## src/rtl/mul16_seq_if.sv

```systemverilog
// Operand/result handshake bundle for mul16_seq.
// MUL16_SIGNED_EN adds the per-transaction sign-mode bit `sgn`.
interface mul16_seq_if;
  logic        in_valid;
  logic        in_ready;
  logic [15:0] a;
  logic [15:0] b;
  logic        out_valid;
  logic        out_ready;
  logic [31:0] p;
`ifdef MUL16_SIGNED_EN
  logic        sgn;

  modport master (output in_valid, a, b, sgn, out_ready,
                  input  in_ready, out_valid, p);
  modport slave  (input  in_valid, a, b, sgn, out_ready,
                  output in_ready, out_valid, p);
`else
  modport master (output in_valid, a, b, out_ready,
                  input  in_ready, out_valid, p);
  modport slave  (input  in_valid, a, b, out_ready,
                  output in_ready, out_valid, p);
`endif
endinterface

```

## src/rtl/mul16_seq.sv

```systemverilog
// Multi-cycle 16x16 multiplier built around one 8x8 array multiplier.
// Four byte-slice partial products are shift-added into a 32-bit accumulator.
// Optional feature macro: MUL16_SIGNED_EN (two's-complement operands when sgn=1).

// Combinational 8x8 unsigned array multiplier.
module mul (
  input  logic [7:0]  A,
  input  logic [7:0]  B,
  output logic [15:0] P
);
  // Sum of shifted copies of A, one row per set bit of B.
  always_comb begin
    P = '0;
    for (int i = 0; i < 8; i++) begin
      if (B[i]) P = P + (16'(A) << i);
    end
  end
endmodule

module mul16_seq #(
  parameter int unsigned ZERO_SKIP = 1
) (
  input  logic         clk,
  input  logic         rst,
  mul16_seq_if.slave   bus
);

  localparam int unsigned OP_W  = 16;
  localparam int unsigned RES_W = 32;

  typedef enum logic [2:0] {
    IDLE,
    PASS_LL,
    PASS_LH,
    PASS_HL,
    PASS_HH,
    DONE
  } state_e;

  state_e             state_q, state_d;
  logic [OP_W-1:0]    opa_q, opa_d;
  logic [OP_W-1:0]    opb_q, opb_d;
  logic [RES_W-1:0]   acc_q, acc_d;
  logic [RES_W-1:0]   p_q, p_d;
  logic [7:0]         mul_a, mul_b;
  logic [15:0]        mul_p;
  logic [RES_W-1:0]   pp_ext;
  logic [RES_W-1:0]   hh_sum;
  logic [OP_W-1:0]    opa_in, opb_in;
  logic               zero_in;
`ifdef MUL16_SIGNED_EN
  logic               neg_q, neg_d;
  logic               neg_in;

  // Magnitude of a two's-complement value; 0x8000 maps to 32768.
  function automatic logic [OP_W-1:0] mag16(input logic [OP_W-1:0] v);
    return v[OP_W-1] ? OP_W'(~v + OP_W'(1)) : v;
  endfunction

  // Signed mode captures magnitudes and remembers the result sign.
  always_comb begin
    opa_in = bus.sgn ? mag16(bus.a) : bus.a;
    opb_in = bus.sgn ? mag16(bus.b) : bus.b;
    neg_in = bus.sgn & (bus.a[OP_W-1] ^ bus.b[OP_W-1]);
  end
`else
  // Unsigned operands are captured as-is.
  always_comb begin
    opa_in = bus.a;
    opb_in = bus.b;
  end
`endif

  assign zero_in = (bus.a == '0) || (bus.b == '0);

  // Byte-slice selection feeding the shared 8x8 multiplier.
  always_comb begin
    mul_a = opa_q[7:0];
    mul_b = opb_q[7:0];
    case (state_q)
      PASS_LH: begin mul_a = opa_q[7:0];  mul_b = opb_q[15:8]; end
      PASS_HL: begin mul_a = opa_q[15:8]; mul_b = opb_q[7:0];  end
      PASS_HH: begin mul_a = opa_q[15:8]; mul_b = opb_q[15:8]; end
      default: ;
    endcase
  end

  mul u_mul (
    .A (mul_a),
    .B (mul_b),
    .P (mul_p)
  );

  assign pp_ext = RES_W'(mul_p);
  assign hh_sum = acc_q + (pp_ext << 16);

  // Next-state and datapath updates for the pass sequencer.
  always_comb begin
    state_d = state_q;
    opa_d   = opa_q;
    opb_d   = opb_q;
    acc_d   = acc_q;
    p_d     = p_q;
`ifdef MUL16_SIGNED_EN
    neg_d   = neg_q;
`endif
    case (state_q)
      IDLE: begin
        if (bus.in_valid) begin
          opa_d = opa_in;
          opb_d = opb_in;
          acc_d = '0;
`ifdef MUL16_SIGNED_EN
          neg_d = neg_in;
`endif
          if ((ZERO_SKIP != 0) && zero_in) begin
            p_d     = '0;
            state_d = DONE;
          end else begin
            state_d = PASS_LL;
          end
        end
      end
      PASS_LL: begin
        acc_d   = acc_q + pp_ext;
        state_d = PASS_LH;
      end
      PASS_LH: begin
        acc_d   = acc_q + (pp_ext << 8);
        state_d = PASS_HL;
      end
      PASS_HL: begin
        acc_d   = acc_q + (pp_ext << 8);
        state_d = PASS_HH;
      end
      PASS_HH: begin
        acc_d   = hh_sum;
`ifdef MUL16_SIGNED_EN
        p_d     = neg_q ? RES_W'(-hh_sum) : hh_sum;
`else
        p_d     = hh_sum;
`endif
        state_d = DONE;
      end
      DONE: begin
        if (bus.out_ready) state_d = IDLE;
      end
      default: state_d = IDLE;
    endcase
  end

  // State and datapath registers with synchronous reset.
  always_ff @(posedge clk) begin
    if (rst) begin
      state_q <= IDLE;
      opa_q   <= '0;
      opb_q   <= '0;
      acc_q   <= '0;
      p_q     <= '0;
`ifdef MUL16_SIGNED_EN
      neg_q   <= 1'b0;
`endif
    end else begin
      state_q <= state_d;
      opa_q   <= opa_d;
      opb_q   <= opb_d;
      acc_q   <= acc_d;
      p_q     <= p_d;
`ifdef MUL16_SIGNED_EN
      neg_q   <= neg_d;
`endif
    end
  end

  // in_ready is forced low during reset so nothing is taken while rst is high.
  assign bus.in_ready  = (state_q == IDLE) && !rst;
  assign bus.out_valid = (state_q == DONE);
  assign bus.p         = p_q;

endmodule

```

## src/flat_wrapper.sv

```systemverilog
// flat-port wrapper written by rule: the top's interface ports become plain ports
module mul16_seq_flat 
#(
  parameter int unsigned ZERO_SKIP = 1
)
  (clk, rst, bus_in_valid, bus_a, bus_b, bus_out_ready, bus_in_ready, bus_out_valid, bus_p);
  mul16_seq_if bus_i ();
  input  logic clk;
  input  logic rst;
  input wire logic [$bits(bus_i.in_valid)-1:0] bus_in_valid;
  input wire logic [$bits(bus_i.a)-1:0] bus_a;
  input wire logic [$bits(bus_i.b)-1:0] bus_b;
  input wire logic [$bits(bus_i.out_ready)-1:0] bus_out_ready;
  output wire logic [$bits(bus_i.in_ready)-1:0] bus_in_ready;
  output wire logic [$bits(bus_i.out_valid)-1:0] bus_out_valid;
  output wire logic [$bits(bus_i.p)-1:0] bus_p;
  assign bus_i.in_valid = bus_in_valid;
  assign bus_i.a = bus_a;
  assign bus_i.b = bus_b;
  assign bus_i.out_ready = bus_out_ready;
  assign bus_in_ready = bus_i.in_ready;
  assign bus_out_valid = bus_i.out_valid;
  assign bus_p = bus_i.p;
  mul16_seq #(.ZERO_SKIP(ZERO_SKIP)) u_core (.clk(clk), .rst(rst), .bus(bus_i));
endmodule
```

## config.mk

```make
export PLATFORM = sky130hd
export DESIGN_NAME = mul16_seq_flat
export DESIGN_NICKNAME = d
export VERILOG_FILES = /design/src/rtl/mul16_seq_if.sv /design/src/rtl/mul16_seq.sv /design/src/flat_wrapper.sv
export SDC_FILE = /design/constraint.sdc
export NUM_CORES = 1
export LEC_CHECK = 0
export CORE_UTILIZATION = 60
export CTS_BUF_LIST = sky130_fd_sc_hd__clkbuf_8
export DETAILED_ROUTE_END_ITERATION = 16
export PLACE_DENSITY = 0.78
export SYNTH_ARGS = -nofsm -noshare
export SYNTH_HDL_FRONTEND = slang
export SYNTH_HIERARCHICAL = 1
export SYNTH_SLANG_ARGS = --single-unit
```

## constraint.sdc

```tcl
create_clock -name clk -period 18.3 [get_ports clk]
set_clock_uncertainty 0.05 [all_clocks]
set_input_delay 5.49 -clock clk [delete_from_list [all_inputs] [get_ports clk]]
set_output_delay 5.49 -clock clk [all_outputs]
set_load 0.005 [all_outputs]
```

Fig. 1: run 1, wiring by layer
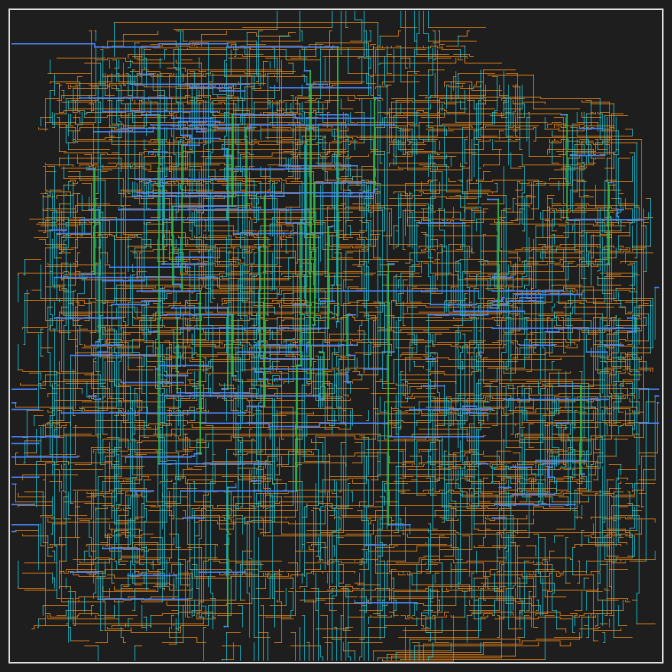
[M1] orange | wire length: 12,600 µm
[M4] green | wire length: 821 µm
[M2] cyan | wire length: 13,100 µm
[M3] blue | wire length: 1,600 µm

Fig. 2: run 1, cells by drive strength
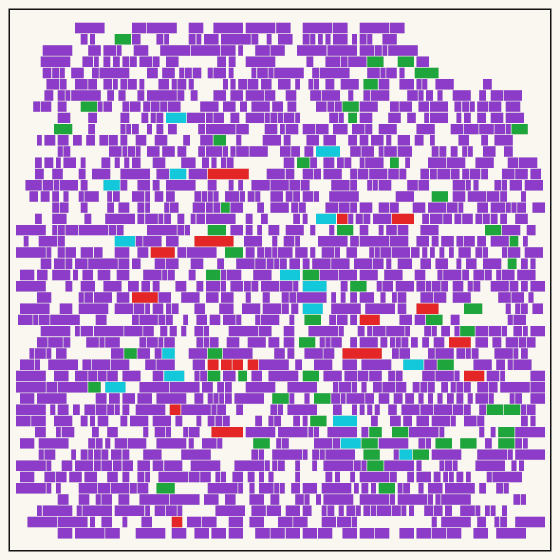
[x1 and smaller] purple | cells: 1,222
[x6 and larger] cyan | cells: 16
[x3 and x4] red | cells: 18
[x2] green | cells: 54
synth-to-layout area growth: 9.92%
count of plain and timing-repair buffers: 75
fin area: 11,000 µm²
Worst Slack Setup Final: 4.34 ns

==> Changelog: implementation, run 1 <==
### Metrics

- Outcome: finished, final reports clean
- FFs w/ async S/R, synth: 0
- CTS clk-pin slew, worst paths: ~0.12 ns
- Crit path DRT: 18.50 ns
- NonClk Buf Share: 0.0669
- Worst vdd ir: ~0.060 mV
- Sequential element share of the synthesized area: 0.199
- Fin. max-slew vios: 0
- Final Hold Slack: 0.409 ns
- Hold Path End: u_core/opa_q[0]
- Relative slew slack: 0.232
- RR Startpoint: u_core/state_q[2]
- DP Wirelength: ~22 mm
- Cell Type Count: about 89
- Hold buffer count at cts: 0
- MUX share of area: 0.0507
- Clock sinks: 99
- Switch Pwr: around 350 µW
- # diodes: 0
- P per Cell Area: roughly 70 nW/µm²
- Final Setup Violations: 0
- Fraction of layout cells with a size suffix above 1: 0.0672
- First-pass GRT wire length: around 44 mm
- Placer congestion estimate: just under 1
- R2R depth: ~58
- Max Clk Rate: between 70 and 80 MHz
- CP endpoint: u_core/acc_q[28]
- Gr busiest metal: met2
- GRT met3 Usage: 0.0489
- Clk_lat worst skew: around 0.40 ns
- CTS tree: done
- Storage cell area: 1980 µm²
- Logic share of the area: 0.693
- Vias per std cell: 6.43
- Floorplan Nets: roughly 1,400
- Adder Area Share: 0.156
- Clock power share: 0.197
- Top Layer Used: met4
- Number of enable flip-flop cells: 0
Fig. 3: run 1, port wiring
The bar under the picture is 50 µm long.
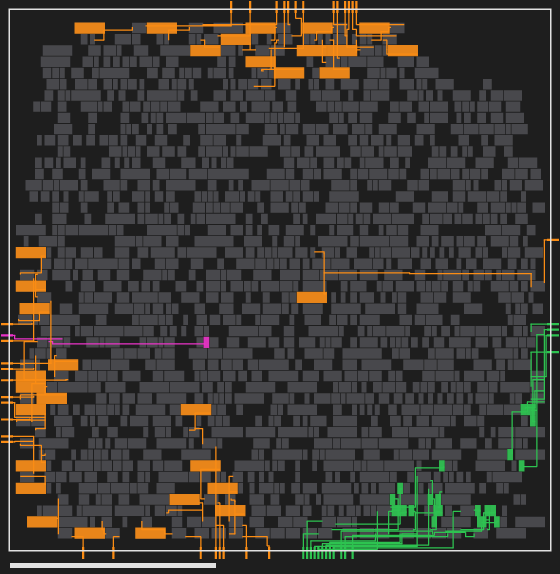
[`bus_out_valid`] magenta | bits: 1 | direction: output | edge: left | end cells: 1 | wire: 51.4 µm
[`bus_b`] green | bits: 16 | direction: input | edge: 12 bottom, 4 right | end cells: 20 | wire: 604 µm
[`bus_p`] orange | bits: 32 | direction: output | edge: 13 top, 10 left, 8 bottom, 1 right | end cells: 32 | wire: 771 µm
port buffer count: 69
# IOs: 70

==> run 2: changes to the inputs <==
--- a/config.mk
+++ b/config.mk
@@ -5,10 +5,10 @@
 export SDC_FILE = /design/constraint.sdc
 export NUM_CORES = 1
 export LEC_CHECK = 0
-export CORE_UTILIZATION = 60
+export CORE_UTILIZATION = 56
 export CTS_BUF_LIST = sky130_fd_sc_hd__clkbuf_8
 export DETAILED_ROUTE_END_ITERATION = 16
-export PLACE_DENSITY = 0.78
+export PLACE_DENSITY = 0.77
 export SYNTH_ARGS = -nofsm -noshare
 export SYNTH_HDL_FRONTEND = slang
 export SYNTH_HIERARCHICAL = 1
==> constraint.sdc (replaced) <==
create_clock -name clk -period 11.5 [get_ports clk]
set_clock_uncertainty 0.05 [all_clocks]
set_input_delay 3.45 -clock clk [delete_from_list [all_inputs] [get_ports clk]]
set_output_delay 3.45 -clock clk [all_outputs]
set_load 0.005 [all_outputs]
Fig. 4: run 2, placed standard cells
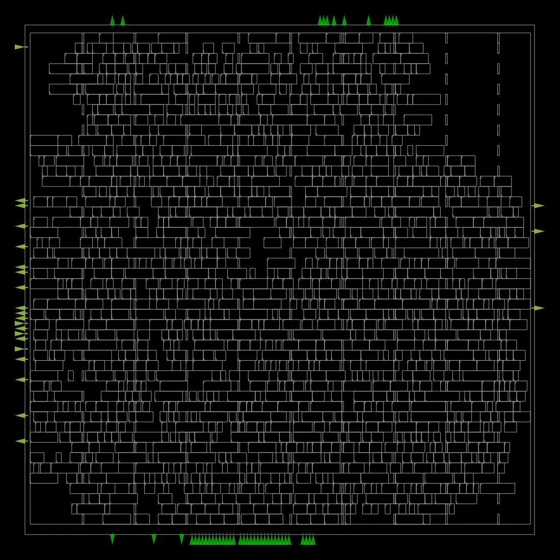
Row Count: 48
seq_cells: 99
final core occ: 0.690
Layout Cells excl Fill: 1,594
Core Region: 17,400 µm²

==> run 2 against run 1 <==
Against the previous run:
- sequential share of layout area fell by 1.5 points
- largest power group unchanged
- worst hold slack improved by 0.0025 ns
- combinational power up 86%
- highest routed layer unchanged
==> Changelog: implementation, run 2 <==
### Metrics

- Top Layer Used: met4
- Cell Type Count: 89 (unchanged)
- Worst Slack Setup Final: 0.184 ns (-4.15 ns)
- Clock power share: 0.177 (-0.020)
- Final Hold Slack: 0.411 ns (+0.00247 ns)
- Reg2Reg Setup Slack: around 0.18 ns
- R2R depth: 57 (-1.7%)
- CP top delay family: AND-OR/OR-AND gates
- Final Setup Violations: 0 (unchanged)
- FFs w/ async S/R, synth: 0 (unchanged)
- Outcome: finished, final reports clean
- CP endpoint: u_core/acc_q[22]
- Fin. max-slew vios: 0 (unchanged)
- Synth Flop Type: dfxtp_1
- MUX share of area: 0.0507 (unchanged)
- Fin area: 12,000 µm² (+9.3%)
- First-pass GRT wire length: 46.9 mm (+5.5%)
- Vias in the first global route: around 9,000
- Vias per std cell: 6.46 (+0.55%)
- Logic share of the area: 0.681 (-0.0123)
- Drt pass-1 iters: 6
- CTS tree: done
- Number of enable flip-flop cells: 0 (unchanged)
- Crit path DRT: 11.69 ns (-6.81 ns)
- Number of fill cells in the layout: roughly 1,400
- Storage cell area: 1980 µm² (+0.13%)
- Synth-to-layout area growth: 20.1%
- Clk_lat worst skew: 0.40 ns (about the same)
- Hold buffer count at cts: 0 (unchanged)
- Sw frac: 0.444
- # IOs: 70 (unchanged)
- CP max stage delay: between 0.4 and 0.5 ns
- CTS clk-pin slew, worst paths: 0.11 ns (about the same)
- Count of plain and timing-repair buffers: 133 (+77%)
- Clock sinks: 99 (unchanged)
- Fraction of layout cells with a size suffix above 1: 0.166 (+0.0986)
- Most instantiated cells after synthesis: nand2_1 (157), a21oi_1 (121), ha_1 (108), dfxtp_1 (99), nor2_1 (91)
- DP Worst Slack: -0.412 ns
- Placer congestion estimate: 0.951 (-1.2%)
- Max Clk Rate: 88.4 MHz (+23%)
- Sequential element share of the synthesized area: 0.199 (unchanged)
- Gr busiest metal: met2
- Relative slew slack: 0.173 (-0.0588)
- NonClk Buf Share: 0.0992 (+0.0323)
- Switch Pwr: 594 µW (+70%)
- # diodes: 0 (unchanged)
- P per Cell Area: 112 nW/µm² (+57%)
- Post-synthesis cell area: 9960 µm²
- RR Startpoint: u_core/state_q[1]
- GRT met3 Usage: 0.0501 (+0.00127)
- Port buffer count: 69 (unchanged)
- Worst vdd ir: 0.0802 mV (+35%)
Fig. 5: run 2, port wiring
The bar under the picture is 50 µm long.
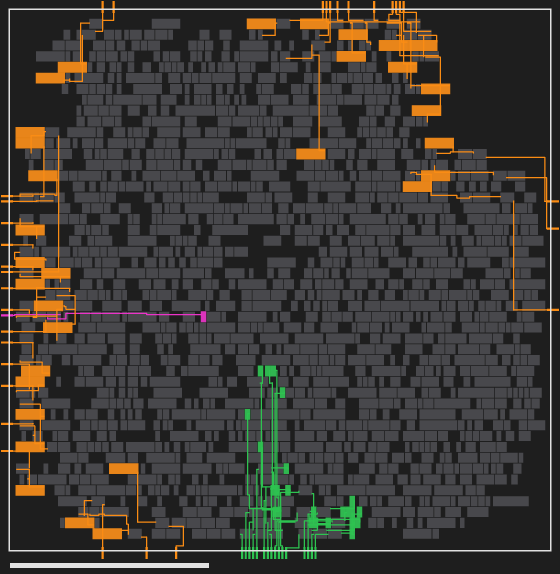
[`bus_out_valid`] magenta | bits: 1 | direction: output | edge: left | end cells: 1 | wire: 53.0 µm
[`bus_p`] orange | bits: 32 | direction: output | edge: 14 left, 12 top, 3 bottom, 3 right | end cells: 32 | wire: 859 µm
[`bus_b`] green | bits: 16 | direction: input | edge: bottom | end cells: 20 | wire: 471 µm

No activity file was given, so power comes from the tool's default toggle rates.
